==> run_1/clk_routes.png <==
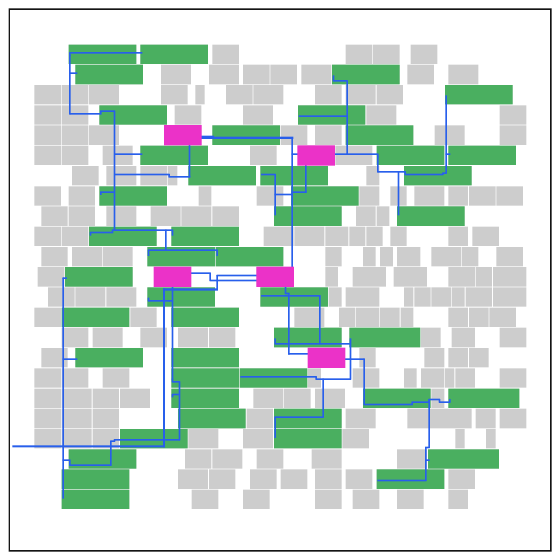
==> run_1/flops_by_reg.png <==
Other sequential cells in the stronger gray, the rest of the logic in the fainter gray.
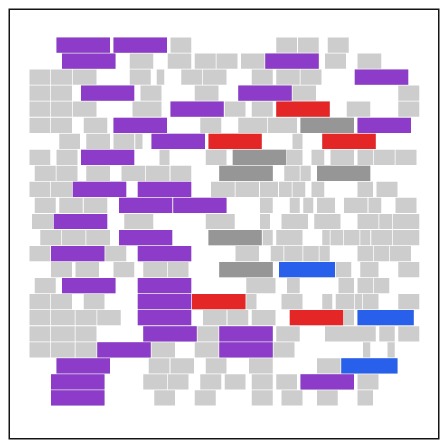
==> run_1/placement.png <==
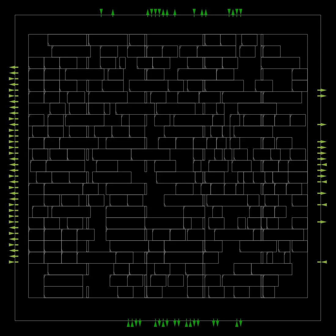
<file path="src/rtl/reg_dump_unit.sv">
// Register-file snapshot streamer: reads every architectural register in turn and emits it as a valid/ready beat.
// Optional build macro DUMP_CHECKSUM_EN appends an XOR checksum beat after the last register.
module reg_dump_unit #(
  parameter int NUM_REGS = 32,
  parameter int ADDR_W   = 5,
  parameter int DATA_W   = 32
) (
  input  logic              clk,
  input  logic              rst_n,
  input  logic              start,
  input  logic              abort,
  output logic              stall_req,
  output logic              busy,
  output logic              done,
  output logic [ADDR_W-1:0] rd_addr,
  input  logic [DATA_W-1:0] rd_data,
  output logic              out_valid,
  input  logic              out_ready,
  output logic [DATA_W-1:0] out_data,
  output logic [ADDR_W-1:0] out_addr,
  output logic              out_last
);

  // state  | meaning
  // S_IDLE | waiting for start
  // S_ARM  | one cycle for the core to reach its stall point
  // S_LOAD | read port addressed with idx, beat captured at the edge
  // S_SEND | beat presented until accepted
  // S_DONE | one-cycle done pulse
  typedef enum logic [2:0] {S_IDLE, S_ARM, S_LOAD, S_SEND, S_DONE} state_t;

  localparam logic [ADDR_W-1:0] LAST_IDX = ADDR_W'(NUM_REGS - 1);

  state_t              r_state;
  state_t              w_next;
  logic [ADDR_W-1:0]   r_idx;
  logic [DATA_W-1:0]   r_out_data;
  logic [ADDR_W-1:0]   r_out_addr;
  logic                r_out_last;
  logic                w_hs;
  logic                w_last_idx;
`ifdef DUMP_CHECKSUM_EN
  logic [DATA_W-1:0]   r_xor;
`endif

  assign w_hs       = (r_state == S_SEND) && out_ready;
  assign w_last_idx = (r_idx == LAST_IDX);

  always_ff @(posedge clk or negedge rst_n) begin
    if (!rst_n) r_state <= S_IDLE;
    else        r_state <= w_next;
  end

  always_comb begin
    w_next = r_state;
    if (abort) begin
      w_next = S_IDLE;
    end else begin
      case (r_state)
        S_IDLE: if (start) w_next = S_ARM;
        S_ARM:  w_next = S_LOAD;
        S_LOAD: w_next = S_SEND;
        S_SEND: begin
          if (w_hs) begin
            if (r_out_last) w_next = S_DONE;
`ifdef DUMP_CHECKSUM_EN
            // checksum beat is loaded directly into the output registers
            else if (w_last_idx) w_next = S_SEND;
`endif
            else w_next = S_LOAD;
          end
        end
        S_DONE: w_next = S_IDLE;
        default: w_next = S_IDLE;
      endcase
    end
  end

  always_ff @(posedge clk or negedge rst_n) begin
    if (!rst_n) begin
      r_idx      <= '0;
      r_out_data <= '0;
      r_out_addr <= '0;
      r_out_last <= 1'b0;
`ifdef DUMP_CHECKSUM_EN
      r_xor      <= '0;
`endif
    end else if (abort) begin
      r_idx <= '0;
    end else begin
      case (r_state)
        S_IDLE: if (start) r_idx <= '0;
`ifdef DUMP_CHECKSUM_EN
        S_ARM:  r_xor <= '0;
`endif
        S_LOAD: begin
          r_out_data <= rd_data;
          r_out_addr <= r_idx;
`ifdef DUMP_CHECKSUM_EN
          r_out_last <= 1'b0;
`else
          r_out_last <= w_last_idx;
`endif
        end
        S_SEND: begin
          if (w_hs && !r_out_last) begin
`ifdef DUMP_CHECKSUM_EN
            r_xor <= r_xor ^ r_out_data;
            if (w_last_idx) begin
              r_out_data <= r_xor ^ r_out_data;
              r_out_addr <= '0;
              r_out_last <= 1'b1;
            end else begin
              r_idx <= r_idx + ADDR_W'(1);
            end
`else
            r_idx <= r_idx + ADDR_W'(1);
`endif
          end
        end
        default: ;
      endcase
    end
  end

  assign busy      = (r_state != S_IDLE);
  assign stall_req = (r_state != S_IDLE);
  assign done      = (r_state == S_DONE);
  assign out_valid = (r_state == S_SEND);
  assign rd_addr   = r_idx;
  assign out_data  = r_out_data;
  assign out_addr  = r_out_addr;
  assign out_last  = r_out_last;

endmodule

</file>
<file path="config.mk">
export PLATFORM = sky130hd
export DESIGN_NAME = reg_dump_unit
export DESIGN_NICKNAME = d
export VERILOG_FILES = /design/src/rtl/reg_dump_unit.sv
export SDC_FILE = /design/constraint.sdc
export NUM_CORES = 1
export LEC_CHECK = 0
export ABC_CLOCK_PERIOD_IN_PS = 2020
export CAP_MARGIN = 20
export CORE_MARGIN = 3
export CORE_UTILIZATION = 43
export CTS_BUF_LIST = sky130_fd_sc_hd__clkbuf_8
export DETAILED_ROUTE_END_ITERATION = 8
export PLACE_DENSITY = 0.81
export RECOVER_POWER = 50
export SLEW_MARGIN = 10
export SYNTH_ARGS = -nofsm -noshare
export SYNTH_HDL_FRONTEND = slang
export SYNTH_SLANG_ARGS = --single-unit
</file>
<file path="constraint.sdc">
create_clock -name clk -period 2.02 [get_ports clk]
set_input_delay 0.404 -clock clk [delete_from_list [all_inputs] [get_ports clk]]
set_output_delay 0.404 -clock clk [all_outputs]
set_load 0.005 [all_outputs]
</file>
==> results.cfg, run 1 <==
; generated from flow reports
[status]
status = finished clean

[cells_and_area]
antennaDiodeCount = 0
area_delta_synth_final_pct = 54.1
drive_gt1_share_pct = 29.2
final_area_um2 = 2940
final_nets = 264
layout.cells.non_filler = 276

[place]
port_buffers = 83
post-place-ws_ns = -0.108
dp_cells = 262
hpwl_um = 3210
gp_congestion = 0.834
post_dp_cell_area_um2 = 2810

[final_timing]
fin_crit_sh_pct = 95.1
finalHoldViolations = 0
tightest_slew_ns = 1.35
rsz0062_at_grt = no
slew_viol_final = 0
finalSetupViolCount = 0
slew_headroom_pct = 9.86
worst_slack_ns = 0.100
max_freq_mhz = 521
fin_hold_ws_ns = 0.403
finalCriticalPeriod_ns = 1.92

[logic_synthesis]
ys_area_um2 = 1910
yosysWarnings = 0
netlist_instances = 129
topCellsByArea = dfrtp_1 60%, mux2_2 23%, ha_1 1.3%
synth-edff-count = 0
synth.distinct_cells = 28
yosys_register_bits = 46
synthArstFlopShare_pct = 100
yosys-top-cells-count = 46 x dfrtp_1, 39 x mux2_2, 4 x buf_2
ys_seq_share_pct = 60.4
top_area_cell = dfrtp_1
post-synth-top-count-cell = dfrtp_1
synth_area_um2 = 1910
syn_nets = 168
yosysCellCount = 129
avgSynthCellArea_um2 = 14.8
netlist.area_leader.share_pct = 60.4
ff_type = dfrtp_1

[clocking]
htreeDepth = 2
clk_pin_slew_ns = 0.08
cts_hold_buffers = 0
cts_buffer_depth = 2
clockRootBuffer = clkbuf_8
cts_inserted_buffers = 5
clock_sinks = 46
cts_tree = built

[die]
placementRows = 23
floorplanUtilization_pct = 46.0
die-width_um = 72.6
die_h_um = 72.6
coreArea_um2 = 4140
chip_area_um2 = 5270
io_pins = 84

[worst_setup_path]
worstSetupPathType = input pin to flip-flop
worstSetupStartpointType = input pin
crit_fanout = 23
timing.rr.end = rd_addr[3]$_DFFE_PN0P_
ff2ff_path_depth = 5
required_ns = 2.19
reg2reg_from = r_state[0]$_DFFE_PN0P_
arrival_ns = 2.09
critPathCaptureType = flip-flop
reg2reg_slack_ns = 0.17

[grt]
grt_pass1_wl_um = 7120
overflow = 0
antenna_found_initial = 0
track_usage_pct = 17.4
grt_max_degree = 27
grt_pass1_vias = 1546

[detailed_routing]
route.met3.wl_um = 353
num_vias = 1395
top_layer = met4
detail_route.wl_per_cell_um = 15.4
postRouteAntennaNets = 0
routed_wl_um = 4260
met1_length_um = 1730
drt-initial-drc-count = 62
vias_per_cell = 5.05
wl_met2_um = 2160
drt_pass1_iterations = 4
drc = 0

[pwr]
powerDensity_nw_per_um2 = 890
leakage_nw = 1.31
vdd_ir_drop_max_v = 0.000554
finalPower_mw = 2.62

[min_path]
hp-class = input pin to asynchronous set/reset pin

[flow_run]
drv_cap = 0
tool_warnings = 26
About clk_routes.png:
Key: green = flip-flops [count 46]; blue = clock wires [length 471 um]; magenta = clock drivers [count 5]
There are 6 routed clock nets.
Clk pwr share: 20.8%
Final Skew: 0.00498 ns
Clk power: 0.545 mW
Worst-Skew Late Latency: 0.28 ns

About flops_by_reg.png:
Key: purple = out_data [flops 32]; red = out_addr [flops 5]; blue = r_state [flops 3]
Seq/total area: 39.3%
Flop+latch power: 1.26 mW
fin util: 70.9%

About placement.png:
Fill cells: 288
Seq cells: 46

==> run 1: cell families (layout without fill, tap and decap cells) <==
| group | Yosys count | count (layout) | synth area share, % |
|---|---|---|---|
| AND/OR/NAND/NOR | 25 | 25 | 8.92 |
| multiplexers | 39 | 39 | 23.0 |
| flip-flops | 46 | 46 | 60.4 |
| adder cells (fa/ha/maj) | 2 | 2 | 1.31 |
| AND-OR/OR-AND | 9 | 9 | 3.54 |
| buffers and inverters | 8 | 105 | 2.82 |
==> run 1: critical path, stage by stage <==
cell and delay (ns):
dlygate4sd3_1 0.63, nor4b_4 0.33, buf_4 0.34, mux2_2 0.38
==> run 1: registers in the layout, indices dropped and copies added, names as in the netlist <==
register,cells
out_data,32
out_addr,5
rd_addr,5
r_state,3
out_last,1
==> run 1: timing repair <==
| item | in CTS | in global routing |
|---|---|---|
| gates cloned | 0 | 0 |
| gates resized | 2 | 4 |
| setup endpoints to repair | 3 | 3 |
| setup buffers | 0 | 6 |
==> run 1: metrics by stage <==
stage	utilization [%]	setup TNS, ns
after floorplan	-	0
after global placement	67.8	-0.290
after detailed placement	67.8	-2.25
after CTS	70.1	0
after global routing	70.9	0
final	70.9	0
==> run 1: where the power goes <==
group / total [mW] / internal, mW / switching, mW
Sequential: 1.26 / 1.14 / 0.119
Combinational: 0.814 / 0.577 / 0.237
Clock: 0.545 / 0.271 / 0.274
==> run 1: placed cells by master, fill, tap and decap left out, drive strengths merged <==
cell           count
dlymetal6s2s       2
ha                 2
and3               3
nor3               1
clkbuf            10
dlygate4sd3       19
and3b              1
nand3b             1
nor3b              2
a41oi              1
nor2               3
and4bb             1
nand4b             1
nand2              2
inv                1
a211o              1
clkdlybuf4s50     61
mux2              39
o21ai              3
clkinv             1
o31a               1
nor4b              1
or3b               1
nor2b              1
nand3              3
dfrtp             46
nand2b             3
a21oi              3
or3                1
buf               11
==> run 1: cell type report <==
| type | count | area [um^2] | share of cell area (%) |
|---|---|---|---|
| Clock buffer | 6 | 82.6 | 2.81 |
| Clock inverter | 2 | 8.76 | 0.298 |
| Multi-Input combinational cell | 75 | 702 | 23.9 |
| Sequential cell | 46 | 1150 | 39.3 |
| Tap cell | 50 | 62.6 | 2.13 |
| Timing Repair Buffer | 97 | 928 | 31.6 |
==> run 1: layer usage <==
metal	vias to the layer above	global-route usage (%)
met1	679	21.4
met3	2	6.61
met4	0	4.92
met2	58	28.6
li1	656	-
met5	-	0
==> run 1: worst max path at each step <==
stage                                    end  slack [ns]              startpoint  cells past startpoint
floorplan           out_data[25]$_DFFE_PN0P_        0.42  r_state[2]$_DFFE_PN0P_                      5
global placement     out_data[9]$_DFFE_PN0P_       -0.01                   abort                      4
detailed placement  out_data[28]$_DFFE_PN0P_       -0.11                   abort                      4
CTS                                     busy       0.008  r_state[2]$_DFFE_PN0P_                      2
global route        out_data[13]$_DFFE_PN0P_        0.03                   abort                      4
finish              out_data[28]$_DFFE_PN0P_         0.1                   abort                      4
## Run 2: what changed since run 1
- CELL_PAD_IN_SITES_DETAIL_PLACEMENT: not set -> 1
- CELL_PAD_IN_SITES_GLOBAL_PLACEMENT: not set -> 2
- CORE_UTILIZATION: 43 -> 27
- PLACE_DENSITY: 0.81 -> 0.79
==> results.cfg, run 2 <==
; generated from flow reports
[worst_setup_path]
crit_fanout = 6
ff2ff_path_depth = 6
worstSetupStartpointType = flip-flop
worstSetupPathType = flip-flop to output port
critPathCaptureType = output port
arrival_ns = 1.57
required_ns = 1.62

[grt]
grt_max_degree = 26
grt_pass1_wl_um = 8440
track_usage_pct = 13.1
overflow = 0
grt_pass1_vias = 1550
antenna_found_initial = 0

[die]
coreArea_um2 = 6600
die_h_um = 90.0
die-width_um = 90.0
chip_area_um2 = 8110
floorplanUtilization_pct = 28.9
io_pins = 84

[detailed_routing]
routed_wl_um = 5040
postRouteAntennaNets = 0
wl_met2_um = 2430
met1_length_um = 2290
route.met3.wl_um = 219
drc = 0
num_vias = 1408
vias_per_cell = 4.37
top_layer = met4
drt-initial-drc-count = 49
drt_pass1_iterations = 4
detail_route.wl_per_cell_um = 15.6

[place]
gp_congestion = 0.725
dp_cells = 308
port_buffers = 83
hpwl_um = 3830
post-place-ws_ns = -0.0687

[clocking]
clock_sinks = 46
clockRootBuffer = clkbuf_8
cts_inserted_buffers = 5
clk_pin_slew_ns = 0.10
clock_latency_ns = 0.31
cts_hold_buffers = 0
cts_tree = built
cts_buffer_depth = 2
htreeDepth = 2

[flow_run]
tool_warnings = 26
drv_cap = 0

[logic_synthesis]
synth_area_um2 = 1910
top_area_cell = dfrtp_1
yosysWarnings = 0
topCellsByArea = dfrtp_1 60%, mux2_2 23%, ha_1 1.3%
yosys-top-cells-count = 46 x dfrtp_1, 39 x mux2_2, 4 x buf_2
ys_area_um2 = 1910
synthArstFlopShare_pct = 100
synth.distinct_cells = 28
netlist_instances = 129
ff_type = dfrtp_1
yosys_register_bits = 46
syn_nets = 168
synth-edff-count = 0
yosysCellCount = 129
avgSynthCellArea_um2 = 14.8
post-synth-top-count-cell = dfrtp_1
ys_seq_share_pct = 60.4
netlist.area_leader.share_pct = 60.4

[final_timing]
finalCriticalPeriod_ns = 1.97
slew_headroom_pct = 10.6
fin_worst_skew_ns = 0.0146
finalHoldViolations = 0
slew_viol_final = 0
max_freq_mhz = 507
tightest_slew_ns = 1.34
finalSetupViolCount = 0
setup_tns_ns = 0
rsz0062_at_grt = no
fin_crit_sh_pct = 97.6

[cells_and_area]
layout_top_cells = 59 x clkdlybuf4s50_1, 45 x dfrtp_1, 39 x mux2_2, 22 x dlygate4sd3_1, 15 x buf_4
final_nets = 267
lay_top_count = clkdlybuf4s50_1
largest_reg_flops = 32
antennaDiodeCount = 0
utilization_pct = 46.5
drive_gt1_share_pct = 31.4

[status]
status = finished clean

[min_path]
hp-class = input pin to asynchronous set/reset pin

[pwr]
finalPower_mw = 2.77
powerDensity_nw_per_um2 = 902
leakage_nw = 1.34
vdd_ir_drop_max_v = 0.000349
-- run 2: worst max-delay path: stages, from the launching register on --
cell             delay, ns
dfrtp_2               0.45
or3_4                 0.38
clkdlybuf4s50_1       0.45
-- run 2: logic make-up (layout without fill, tap and decap cells) --
kind of cell	count (synthesis)	count (layout)	synth area share [%]
adders and majority gates	2	2	1.31
AOI/OAI and AO/OA	9	9	3.54
buffers and inverters	8	108	2.82
muxes	39	39	23.0
DFF	46	46	60.4
and+or+nand+nor	25	25	8.92
-- run 2: routing by layer --
metal,vias up,global-route usage (%)
met5,-,0
met4,0,4.34
met3,8,3.51
met2,39,21.1
met1,706,17.0
li1,655,-
-- run 2: timing repair --
item	in CTS	in global routing
pin swaps	0	0
setup endpoints to repair	3	3
gates resized	2	2
buffers inserted	3	3
hold endpoints to repair	0	0
-- run 2: path summary, 6_finish.rpt --
check	start	end	slack [ns]
min	rst_n	out_addr[0]$_DFFE_PN0P_	0.37
min reg2reg	out_addr[4]$_DFFE_PN0P_	out_addr[4]$_DFFE_PN0P_	0.50
max in group asynchronous	rst_n	r_state[1]$_DFFE_PN0P_	0.75
min in group clk	out_addr[4]$_DFFE_PN0P_	out_addr[4]$_DFFE_PN0P_	0.50
max	r_state[1]$_DFFE_PN0P_	busy	0.05
max reg2reg	r_state[1]$_DFFE_PN0P_	rd_addr[3]$_DFFE_PN0P_	0.24
-- run 2: through the flow --
stage,hold slack (ns),area [um^2]
after floorplan,0.108,1910
after CTS,0.0996,3040
after global placement,0.434,2900
final,0.375,3070
after detailed placement,0.441,2900
after global routing,0.490,3070
-- run 2: where the power goes --
| group | switching, mW | internal, mW | leakage, nW |
|---|---|---|---|
| logic | 0.249 | 0.581 | 0.712 |
| clock network | 0.325 | 0.368 | 0.0504 |
| registers | 0.105 | 1.14 | 0.574 |
| total | 0.679 | 2.09 | 1.34 |
-- run 2: cell type report --
class                           count  area, um^2
Clock inverter                      3        45.0
Timing Repair Buffer              100         967
Clock buffer                        5        68.8
Fill cell                         719        3540
Tap cell                           93         116
Sequential cell                    46        1150
Multi-Input combinational cell     75         718
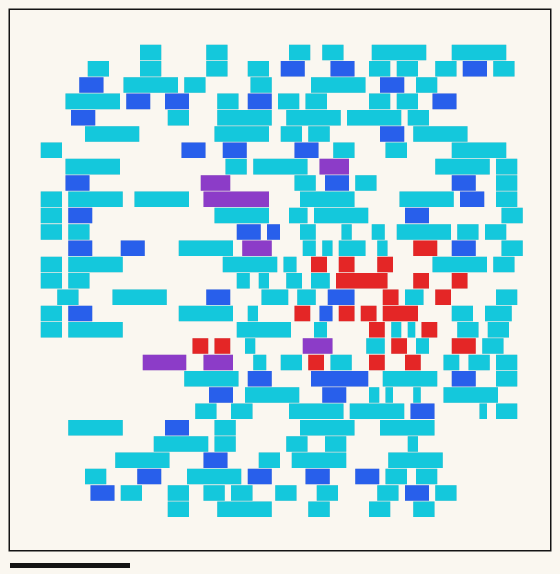
(run_2/sizes.png)
Scale bar: 20 um.
Key: red = _3 and _4 cells [cells 22, share 9.6%, most used buf_4]; purple = _6 and larger [cells 7, share 3.1%, most used clkbuf_8]; cyan = _0 and _1 cells [cells 157, share 69%, most used clkdlybuf4s50_1]; blue = _2 cells [cells 43, share 19%, most used mux2_2]
Buffers excl. clock: 100
area delta synth->final: 60.9%
Final Worst Setup Slack: 0.0480 ns

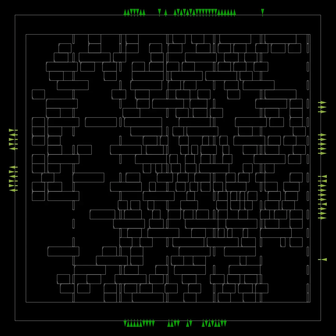
(run_2/placement.png)
Rows: 29
Layout Cells excl Fill: 322

==> run_2/flops_by_reg.png <==
Other sequential cells in the stronger gray, the rest of the logic in the fainter gray.
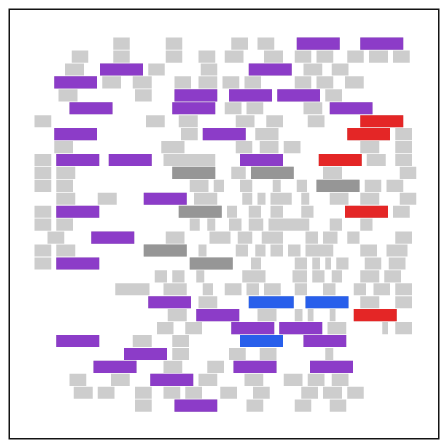

## Run 3: what changed since run 2
- CTS_BUF_LIST: sky130_fd_sc_hd__clkbuf_8 -> sky130_fd_sc_hd__clkbuf_2
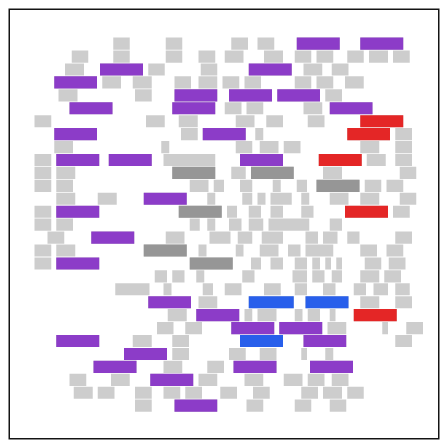
(run_3/flops_by_reg.png)
Other sequential cells in the stronger gray, the rest of the logic in the fainter gray.
Key: blue = r_state [flops 3]; red = out_addr [flops 5]; purple = out_data [flops 32]
Flop+latch power: 1.24 mW
fin util: 45.9%
register area: 1150 um^2
Seq/total area: 38.1%

==> results.cfg, run 3 <==
; generated from flow reports
[final_timing]
tightest_slew_ns = 1.34
slew_viol_final = 0
max_freq_mhz = 520
fin_worst_skew_ns = 0.0466
fin_hold_ws_ns = 0.533
finalSetupViolCount = 0
rsz0062_at_grt = no
finalCriticalPeriod_ns = 1.92
finalHoldViolations = 0
worst_slack_ns = 0.0979
slew_headroom_pct = 10.6
fin_crit_sh_pct = 95.2

[pwr]
power.switching_mw = 0.670
swShare_pct = 25.7
p_comb_share_pct = 32.5
p_clk_share_pct = 19.9
vdd_ir_drop_max_v = 0.000348
powerDensity_nw_per_um2 = 862
p_int_mw = 1.94
p_seq_share_pct = 47.6
leakage_nw = 1.30

[logic_synthesis]
post-synth-top-count-cell = dfrtp_1
netlist.area_leader.share_pct = 60.4
synth.distinct_cells = 28
netlist_instances = 129
synth-edff-count = 0
yosysWarnings = 0
ys_area_um2 = 1910
ff_type = dfrtp_1
yosys-top-cells-count = 46 x dfrtp_1, 39 x mux2_2, 4 x buf_2
yosysCellCount = 129
top_area_cell = dfrtp_1
ys_seq_share_pct = 60.4
synthArstFlopShare_pct = 100
avgSynthCellArea_um2 = 14.8
syn_nets = 168
yosys_register_bits = 46
synth_area_um2 = 1910
topCellsByArea = dfrtp_1 60%, mux2_2 23%, ha_1 1.3%

[clocking]
cts_inserted_buffers = 5
clk_pin_slew_ns = 0.23
cts_buffer_depth = 2
clock_latency_ns = 0.44
clock_sinks = 46
clockRootBuffer = clkbuf_2
htreeDepth = 2
cts_tree = built

[grt]
overflow = 0
antenna_found_initial = 0
grt_max_degree = 26
track_usage_pct = 13.2
grt_pass1_wl_um = 8510
grt_pass1_vias = 1565

[cells_and_area]
layout.cells.non_filler = 323
drive_gt1_share_pct = 30.9
final_nets = 268
largest_reg_flops = 32
layout_top_cells = 68 x clkdlybuf4s50_1, 45 x dfrtp_1, 39 x mux2_2, 13 x buf_4, 11 x dlygate4sd3_1
antennaDiodeCount = 0
lay_top_count = clkdlybuf4s50_1

[flow_run]
tool_warnings = 26
drv_cap = 0

[worst_setup_path]
required_ns = 1.62
critPathCaptureType = output port
crit_fanout = 5
worstSetupStartpointType = flip-flop
arrival_ns = 1.52
worstSetupPathType = flip-flop to output port

[min_path]
hp-class = flip-flop to flip-flop

[detailed_routing]
routed_wl_um = 5100
vias_per_cell = 4.43
drt_pass1_iterations = 4
detail_route.wl_per_cell_um = 15.8
drt-initial-drc-count = 50
num_vias = 1431
drc = 0
postRouteAntennaNets = 0

[die]
io_pins = 84
die-width_um = 90.0
chip_area_um2 = 8110
placementRows = 29
coreArea_um2 = 6600
die_h_um = 90.0
floorplanUtilization_pct = 28.9

[place]
port_buffers = 83
gp_congestion = 0.725
dp_cells = 308
hpwl_um = 3830
post-place-ws_ns = -0.0687

[status]
status = finished clean
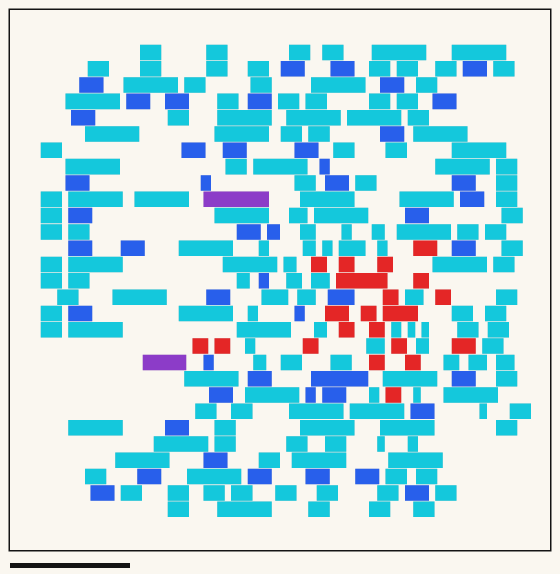
(run_3/sizes.png)
Scale bar: 20 um.
Key: cyan = _0 and _1 cells [cells 159, share 69%, most used clkdlybuf4s50_1]; purple = _6 and larger [cells 2, share 0.87%]; red = _3 and _4 cells [cells 21, share 9.1%, most used buf_4]; blue = _2 cells [cells 48, share 21%, most used mux2_2]
area delta synth->final: 58.8%
Post-Layout Inst Area: 3030 um^2
Buffers excl. clock: 101

## run 3: cell counts after synthesis
Identical to the previous run, type by type.
## run 3: path summary, 6_finish.rpt
path                                    startpoint  slack (ns)                       to  depth (start not counted)
min in group asynchronous                    rst_n        0.74  out_addr[0]$_DFFE_PN0P_                          2
setup reg to reg            r_state[1]$_DFFE_PN0P_        0.11   rd_addr[0]$_DFFE_PN0P_                          7
hold reg to reg            out_data[9]$_DFFE_PN0P_        0.53  out_data[9]$_DFFE_PN0P_                          1
hold / removal             out_data[9]$_DFFE_PN0P_        0.53  out_data[9]$_DFFE_PN0P_                          1
setup / recovery            r_state[1]$_DFFE_PN0P_         0.1                stall_req                          2
max in group asynchronous                    rst_n        0.37   r_state[1]$_DFFE_PN0P_                          2
## run 3: cell type report
cell class	instances	area, um^2
fill	718	3580
sequential	46	1150
timing repair buffer	101	966
multi-input combinational	75	723
tap	93	116
clock inverter	3	45.0
clock buffer	5	25.0
## run 3: kinds of logic after synthesis
family | Yosys count | share of synthesized area, %
adder cells (fa/ha/maj) | 2 | 1.31
flip-flops | 46 | 60.4
multiplexers | 39 | 23.0
AND/OR/NAND/NOR | 25 | 8.92
buffers and inverters | 8 | 2.82
AND-OR/OR-AND | 9 | 3.54
## run 3: worst max-delay path, cell delays in order (launching register included)
cell and delay [ns]:
dfrtp_2 0.48, or3_4 0.37, dlygate4sd2_1 0.27
## run 3: power groups by stage
stage,clock network (mW),logic (mW),registers [mW]
after floorplan,0,0.249,1.28
after global placement,0,0.863,1.26
after detailed placement,0,0.877,1.27
after CTS,0.547,0.890,1.25
after global routing,0.584,0.910,1.28
final,0.520,0.847,1.24
## run 3: stage by stage
step	power [mW]	utilization (%)	TNS (ns)	cell area, um^2
after floorplan	1.53	-	0	1910
after global routing	2.77	45.9	0	3030
after CTS	2.69	45.6	0	3010
after detailed placement	2.15	43.9	-1.94	2900
after global placement	2.12	43.9	0	2900
final	2.61	45.9	0	3030
## run 3: repair_timing
item                                    CTS  global route
buffers inserted                          4             2
hold buffers                              1             0
resized                                   7             3
endpoints found under the hold margin    21             0
pin swaps                                 0             0
endpoints found under the setup margin    4             2
## run 3: routing by layer
layer / global-route usage, % / share of wire (%) / vias to the layer above / routed length [um]
met5: 0 / 0 / - / 0
met2: 22.0 / 50 / 40 / 2550
met3: 3.17 / 4.2 / 6 / 215
met4: 4.59 / 1.5 / 0 / 78
met1: 16.7 / 44 / 727 / 2260
li1: - / - / 658 / -

==> notes/layouts.md <==
Pictures saved along the way, in no particular order.

Wiring heat map.
picture 1
Scale bar: 20 um. The die is cut into 18 by 18 equal tiles; dark purple is low, yellow is high, scaled to the fullest tile. Values are wire area over tile area, all layers added.
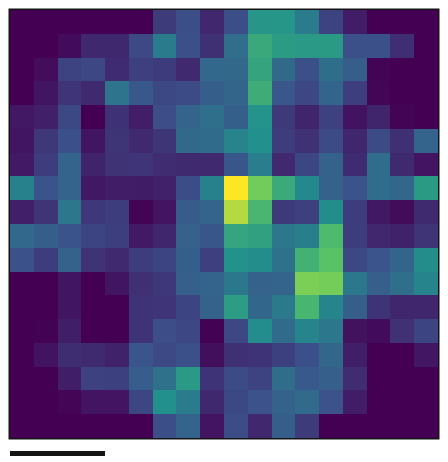
picture 2
Scale bar: 20 um. The die is cut into 15 by 15 equal tiles; dark purple is low, yellow is high, scaled to the fullest tile. Values are wire area over tile area, all layers added.
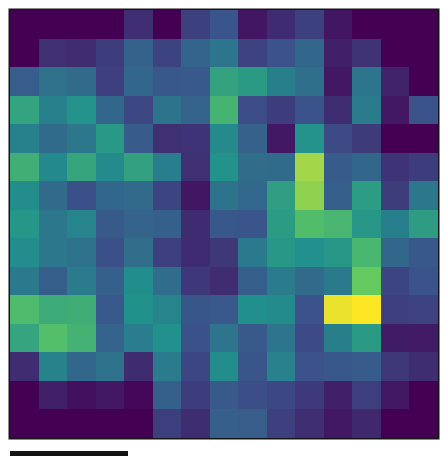
| picture | from |
|---|---|
| picture 1 | run 3 |
| picture 2 | run 1 |
Of these, largest die: picture 1

Key to picture 1:
The emptiest ninth of the die: lower left. The densest ninth of the die: center. 19% of the tiles are nearly empty. The mean over all tiles is 0.097. The fullest tile reaches 0.46.

Power and IR drop assume default switching activity.
